$ cat src/rtl/i2c_pkg.sv
`default_nettype none
// ============================================================================
// Package : i2c_pkg
// Desc    : Shared state encoding and bus-level constants for the I2C slave.
// Rev     : 1.0
// ============================================================================
package i2c_pkg;

  localparam int BYTE_W = 8;

  typedef enum logic [2:0] {
    ST_IDLE      = 3'd0,
    ST_ADDR      = 3'd1,
    ST_ADDR_ACK  = 3'd2,
    ST_WR_BYTE   = 3'd3,
    ST_WR_ACK    = 3'd4,
    ST_RD_BYTE   = 3'd5,
    ST_RD_ACK    = 3'd6,
    ST_WAIT_STOP = 3'd7
  } i2c_state_e;

  localparam logic ACK      = 1'b0;
  localparam logic NACK     = 1'b1;
  localparam logic RW_WRITE = 1'b0;
  localparam logic RW_READ  = 1'b1;

  function automatic logic addr_match(input logic [BYTE_W-1:0] addr_byte,
                                      input logic [6:0]        dev_addr);
    return addr_byte[BYTE_W-1:1] == dev_addr;
  endfunction

endpackage

`default_nettype wire

$ cat src/rtl/i2c_slave_shifter.sv
`default_nettype none
// ============================================================================
// Module  : i2c_slave_shifter
// Desc    : 8-bit MSB-first shift register with bit counter for the I2C slave.
// Rev     : 1.0
// ============================================================================
module i2c_slave_shifter
  import i2c_pkg::*;
(
  input  logic              CLK,
  input  logic              RST,
  input  logic              clear,
  input  logic              load,
  input  logic              shift_in,
  input  logic              shift_out,
  input  logic              bit_in,
  input  logic [BYTE_W-1:0] load_data,
  output logic [BYTE_W-1:0] rx_byte,
  output logic              msb_next,
  output logic              last_bit,
  output logic              byte_done
);

  logic [BYTE_W-1:0] shreg_q, shreg_d;
  logic [2:0]        cnt_q, cnt_d;
  logic              done_q, done_d;

  always_comb begin
    shreg_d = shreg_q;
    cnt_d   = cnt_q;
    done_d  = done_q;
    if (clear) begin
      cnt_d  = 3'd0;
      done_d = 1'b0;
    end else if (load) begin
      shreg_d = load_data;
      cnt_d   = 3'd0;
      done_d  = 1'b0;
    end else if (shift_in) begin
      shreg_d = {shreg_q[BYTE_W-2:0], bit_in};
      cnt_d   = cnt_q + 3'd1;
      done_d  = (cnt_q == 3'd7);
    end else if (shift_out) begin
      shreg_d = {shreg_q[BYTE_W-2:0], 1'b0};
      cnt_d   = cnt_q + 3'd1;
      done_d  = (cnt_q == 3'd7);
    end
  end

  always_ff @(posedge CLK or negedge RST) begin
    if (!RST) begin
      shreg_q <= '0;
      cnt_q   <= 3'd0;
      done_q  <= 1'b0;
    end else begin
      shreg_q <= shreg_d;
      cnt_q   <= cnt_d;
      done_q  <= done_d;
    end
  end

  // rx_byte includes the live bit so the 8th sample is usable in its own cycle
  assign rx_byte   = {shreg_q[BYTE_W-2:0], bit_in};
  assign msb_next  = shreg_d[BYTE_W-1];
  assign last_bit  = (cnt_q == 3'd7);
  assign byte_done = done_q;

endmodule

`default_nettype wire

$ cat src/rtl/i2c_slave_ctrl.sv
`default_nettype none
// ============================================================================
// Module  : i2c_slave_ctrl
// Desc    : I2C slave transaction controller bridging to a register-file port.
// Rev     : 1.0
// ============================================================================
module i2c_slave_ctrl
  import i2c_pkg::*;
#(
  parameter logic [6:0] SLAVE_ADDR  = 7'h50,
  parameter int         ADDR_W      = 8,
  parameter int         SYNC_STAGES = 2
) (
  input  logic              CLK,
  input  logic              RST,
  input  logic              scl_in,
  input  logic              sda_in,
  output logic              sda_oe,
  output logic [ADDR_W-1:0] reg_addr,
  output logic [7:0]        reg_wdata,
  output logic              reg_we,
  input  logic [7:0]        reg_rdata,
  output logic              busy
);

  logic [SYNC_STAGES-1:0] scl_sync_q, scl_sync_d;
  logic [SYNC_STAGES-1:0] sda_sync_q, sda_sync_d;
  logic                   scl_hist_q, scl_hist_d;
  logic                   sda_hist_q, sda_hist_d;
  logic                   scl_s, sda_s;
  logic                   scl_rise, scl_fall, sda_rise, sda_fall;
  logic                   start_det, stop_det;

  i2c_state_e             state_q, state_d;
  logic                   sda_oe_q, sda_oe_d;
  logic                   busy_q, busy_d;
  logic [ADDR_W-1:0]      reg_addr_q, reg_addr_d;
  logic [7:0]             reg_wdata_q, reg_wdata_d;
  logic                   reg_we_q, reg_we_d;
  logic                   rw_q, rw_d;
  logic                   first_q, first_d;
  logic                   rd_ack_q, rd_ack_d;

  logic                   sh_clear, sh_load, sh_in, sh_out;
  logic [7:0]             sh_rx_byte;
  logic                   sh_msb_next, sh_last_bit, sh_byte_done;

  always_comb begin
    scl_sync_d = {scl_sync_q[SYNC_STAGES-2:0], scl_in};
    sda_sync_d = {sda_sync_q[SYNC_STAGES-2:0], sda_in};
    scl_hist_d = scl_s;
    sda_hist_d = sda_s;
  end

  assign scl_s     = scl_sync_q[SYNC_STAGES-1];
  assign sda_s     = sda_sync_q[SYNC_STAGES-1];
  assign scl_rise  = scl_s & ~scl_hist_q;
  assign scl_fall  = ~scl_s & scl_hist_q;
  assign sda_rise  = sda_s & ~sda_hist_q;
  assign sda_fall  = ~sda_s & sda_hist_q;
  assign start_det = sda_fall & scl_s;
  assign stop_det  = sda_rise & scl_s;

  // Idle bus is high; resetting the sync chain high avoids a false edge
  always_ff @(posedge CLK or negedge RST) begin
    if (!RST) begin
      scl_sync_q <= '1;
      sda_sync_q <= '1;
      scl_hist_q <= 1'b1;
      sda_hist_q <= 1'b1;
    end else begin
      scl_sync_q <= scl_sync_d;
      sda_sync_q <= sda_sync_d;
      scl_hist_q <= scl_hist_d;
      sda_hist_q <= sda_hist_d;
    end
  end

  i2c_slave_shifter u_shifter (
    .CLK       (CLK),
    .RST       (RST),
    .clear     (sh_clear),
    .load      (sh_load),
    .shift_in  (sh_in),
    .shift_out (sh_out),
    .bit_in    (sda_s),
    .load_data (reg_rdata),
    .rx_byte   (sh_rx_byte),
    .msb_next  (sh_msb_next),
    .last_bit  (sh_last_bit),
    .byte_done (sh_byte_done)
  );

  always_comb begin
    state_d     = state_q;
    sda_oe_d    = sda_oe_q;
    busy_d      = busy_q;
    reg_addr_d  = reg_addr_q;
    reg_wdata_d = reg_wdata_q;
    reg_we_d    = 1'b0;
    rw_d        = rw_q;
    first_d     = first_q;
    rd_ack_d    = rd_ack_q;
    sh_clear    = 1'b0;
    sh_load     = 1'b0;
    sh_in       = 1'b0;
    sh_out      = 1'b0;

    // Pointer advances the cycle after each data write strobe
    if (reg_we_q) begin
      reg_addr_d = reg_addr_q + ADDR_W'(1);
    end

    if (stop_det) begin
      state_d  = ST_IDLE;
      sda_oe_d = 1'b0;
      busy_d   = 1'b0;
      rd_ack_d = 1'b0;
      sh_clear = 1'b1;
    end else if (start_det) begin
      state_d  = ST_ADDR;
      sda_oe_d = 1'b0;
      rd_ack_d = 1'b0;
      sh_clear = 1'b1;
    end else begin
      case (state_q)
        ST_IDLE: begin
        end

        ST_ADDR: begin
          if (scl_rise && !sh_byte_done) begin
            sh_in = 1'b1;
            if (sh_last_bit) begin
              if (addr_match(sh_rx_byte, SLAVE_ADDR)) begin
                busy_d = 1'b1;
                rw_d   = sh_rx_byte[0];
              end else begin
                state_d = ST_WAIT_STOP;
                busy_d  = 1'b0;
              end
            end
          end else if (scl_fall && sh_byte_done) begin
            sda_oe_d = ~ACK;
            sh_clear = 1'b1;
            state_d  = ST_ADDR_ACK;
          end
        end

        ST_ADDR_ACK: begin
          if (scl_fall) begin
            if (rw_q == RW_WRITE) begin
              sda_oe_d = 1'b0;
              first_d  = 1'b1;
              sh_clear = 1'b1;
              state_d  = ST_WR_BYTE;
            end else begin
              sh_load  = 1'b1;
              sda_oe_d = ~sh_msb_next;
              state_d  = ST_RD_BYTE;
            end
          end
        end

        ST_WR_BYTE: begin
          if (scl_rise && !sh_byte_done) begin
            sh_in = 1'b1;
            if (sh_last_bit) begin
              if (first_q) begin
                reg_addr_d = ADDR_W'(sh_rx_byte);
                first_d    = 1'b0;
              end else begin
                reg_wdata_d = sh_rx_byte;
                reg_we_d    = 1'b1;
              end
            end
          end else if (scl_fall && sh_byte_done) begin
            sda_oe_d = ~ACK;
            sh_clear = 1'b1;
            state_d  = ST_WR_ACK;
          end
        end

        ST_WR_ACK: begin
          if (scl_fall) begin
            sda_oe_d = 1'b0;
            sh_clear = 1'b1;
            state_d  = ST_WR_BYTE;
          end
        end

        ST_RD_BYTE: begin
          if (scl_fall) begin
            sh_out = 1'b1;
            if (sh_last_bit) begin
              sda_oe_d = 1'b0;
              rd_ack_d = 1'b0;
              state_d  = ST_RD_ACK;
            end else begin
              sda_oe_d = ~sh_msb_next;
            end
          end
        end

        ST_RD_ACK: begin
          if (scl_rise) begin
            if (sda_s == ACK) begin
              rd_ack_d   = 1'b1;
              reg_addr_d = reg_addr_q + ADDR_W'(1);
            end else begin
              state_d = ST_WAIT_STOP;
              busy_d  = 1'b0;
            end
          end else if (scl_fall && rd_ack_q) begin
            sh_load  = 1'b1;
            sda_oe_d = ~sh_msb_next;
            rd_ack_d = 1'b0;
            state_d  = ST_RD_BYTE;
          end
        end

        ST_WAIT_STOP: begin
          sda_oe_d = 1'b0;
        end

        default: begin
          state_d  = ST_IDLE;
          sda_oe_d = 1'b0;
          busy_d   = 1'b0;
        end
      endcase
    end
  end

  always_ff @(posedge CLK or negedge RST) begin
    if (!RST) begin
      state_q     <= ST_IDLE;
      sda_oe_q    <= 1'b0;
      busy_q      <= 1'b0;
      reg_addr_q  <= '0;
      reg_wdata_q <= 8'h00;
      reg_we_q    <= 1'b0;
      rw_q        <= RW_WRITE;
      first_q     <= 1'b0;
      rd_ack_q    <= 1'b0;
    end else begin
      state_q     <= state_d;
      sda_oe_q    <= sda_oe_d;
      busy_q      <= busy_d;
      reg_addr_q  <= reg_addr_d;
      reg_wdata_q <= reg_wdata_d;
      reg_we_q    <= reg_we_d;
      rw_q        <= rw_d;
      first_q     <= first_d;
      rd_ack_q    <= rd_ack_d;
    end
  end

  assign sda_oe    = sda_oe_q;
  assign busy      = busy_q;
  assign reg_addr  = reg_addr_q;
  assign reg_wdata = reg_wdata_q;
  assign reg_we    = reg_we_q;

endmodule

`default_nettype wire

$ cat config.mk
export PLATFORM = sky130hd
export DESIGN_NAME = i2c_slave_ctrl
export DESIGN_NICKNAME = d
export VERILOG_FILES = /design/src/rtl/i2c_pkg.sv /design/src/rtl/i2c_slave_shifter.sv /design/src/rtl/i2c_slave_ctrl.sv
export SDC_FILE = /design/constraint.sdc
export NUM_CORES = 1
export LEC_CHECK = 0
export ABC_CLOCK_PERIOD_IN_PS = 2350
export CAP_MARGIN = 10
export CORE_MARGIN = 3
export CORE_UTILIZATION = 40
export DETAILED_ROUTE_END_ITERATION = 7
export GPL_TIMING_DRIVEN = 0
export REMOVE_ABC_BUFFERS = 1
export SYNTH_ARGS = -nofsm -noshare
export SYNTH_HDL_FRONTEND = slang
export SYNTH_HIERARCHICAL = 1
export SYNTH_SLANG_ARGS = --single-unit
$ cat constraint.sdc
create_clock -name CLK -period 2.35 [get_ports CLK]
set_input_delay 0.5875 -clock CLK [delete_from_list [all_inputs] [get_ports CLK]]
set_output_delay 0.5875 -clock CLK [all_outputs]
set_load 0.02 [all_outputs]
layers.png
The bar under the picture is 20 um long. Two of the layers only.
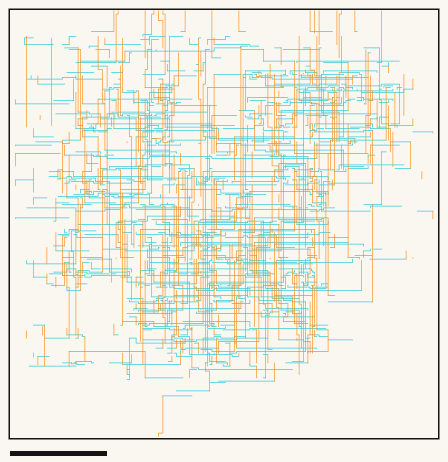
Orange marks M2, wire length 3270 um. Cyan marks M1, wire length 3480 um.
GRT Overall Usage: 19.7%
detailed-route wire length: 7150 um
routed length per placed instance: 18.1 um
vias after detailed routing: 2352

floorplan.png
The bar under the picture is 20 um long. Pins as bars on the die edge.
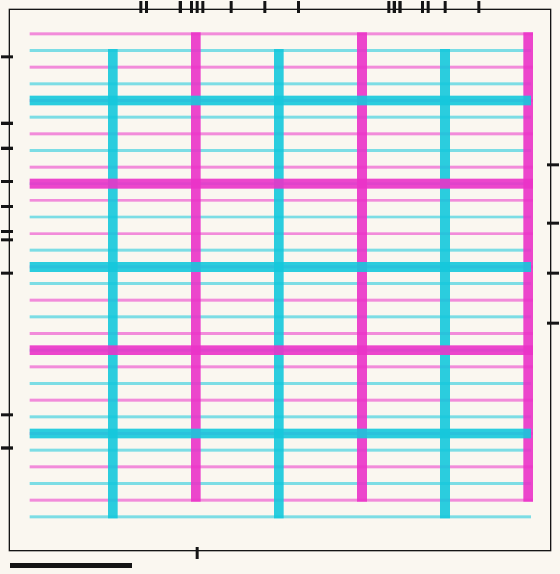
Cyan marks VSS. Magenta marks VDD.
6 straps on met4. 5 straps on met5.
Peak VDD IR: 0.377 mV
vertical extent of the die: 88.2 um
floorplan core area: 0.00646 sq mm
die extent in x: 88.2 um

m2.png
The bar under the picture is 20 um long.
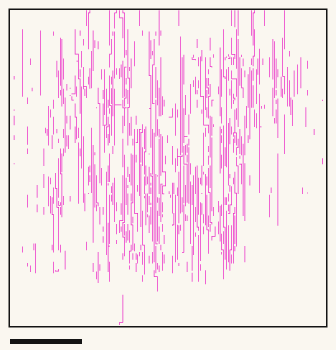
The wires run mostly vertical. The layer carries 3270 um of wire. The longest straight run is 36.0 um. The layer holds 46% of the routed length. 274 nets have wire on it.
met2 GRT Util: 28.8%

==> out/writeup.txt <==
The flow ran to the end, and the final reports show no timing, DRC or antenna violations. Setup repair after global routing could not meet its margin everywhere. The synthesis run shows the most used standard cells to be sky130_fd_sc_hd__dfrtp_1, sky130_fd_sc_hd__nand2_1, sky130_fd_sc_hd__a21oi_1. Per the OpenROAD timing report, the critical path contains 10 cells.

STA classifies the critical path startpoint as a flop. Looking at the power breakdown, combinational cells take 39.5% of the total. Final weighted congestion of routability-driven global placement: 0.956. Counting flops with a built-in enable in the synthesized netlist gives 0. The placement-stage worst setup slack came out at -1.48 ns.

The area enclosed by the die boundary came out at 0.00778 sq mm. The met1 layer wirelength in the final routing was 3480 um. The origin of the critical flop-to-flop path was state_q[2]. After routing the design area is 0.00339 sq mm. Across the run, the number of max-cap violations was 0.

For reference, the top logic cell family by area is AND-OR/OR-AND gates. Summed over its instances, the top area cell type makes up 34.2% of the synthesized netlist area. The basic-gate share of the synthesized area counting and, or, nand and nor cells was 18.8%.

Per the skew report, the later register of the worst-skew pair sees a clock latency of 0.31 ns. Flip-flop and latch power: 1080 uW. With the number of fill cells at 589, the initial antenna violation count is 0. According to the cell report, the number of logic gates is 209.

Initial standard-cell utilization of the core: 41.9%. The run gives 22.6% for the fraction of final layout cells with drive strength greater than 1. 31 I/O pins were placed. For this run, the detailed router's first-pass iteration total came to 4. Number of CTS-inserted buffers: 5. The tools report the count of inserted antenna diode cells as 0.

Max-slew check failures listed in the final report amount to 0. Grouping stages by cell kind, the critical path spends the most delay in AND-OR/OR-AND gates. Clock network power for this build is 641 uW. The internal power is 1760 uW, and the fraction of the core area covered by cells at the end of the flow is 52.5%. The top power consumer group is combinational logic.

With the multi-input gate share of the layout cell area at 46.4%, the switching power is 1090 uW. The smallest clock period supported by the final layout is computed as 2.33 ns. The number of endpoints with negative hold slack in the final report is 0.
Power figures rest on the tool's default switching activity, not on a simulated workload.
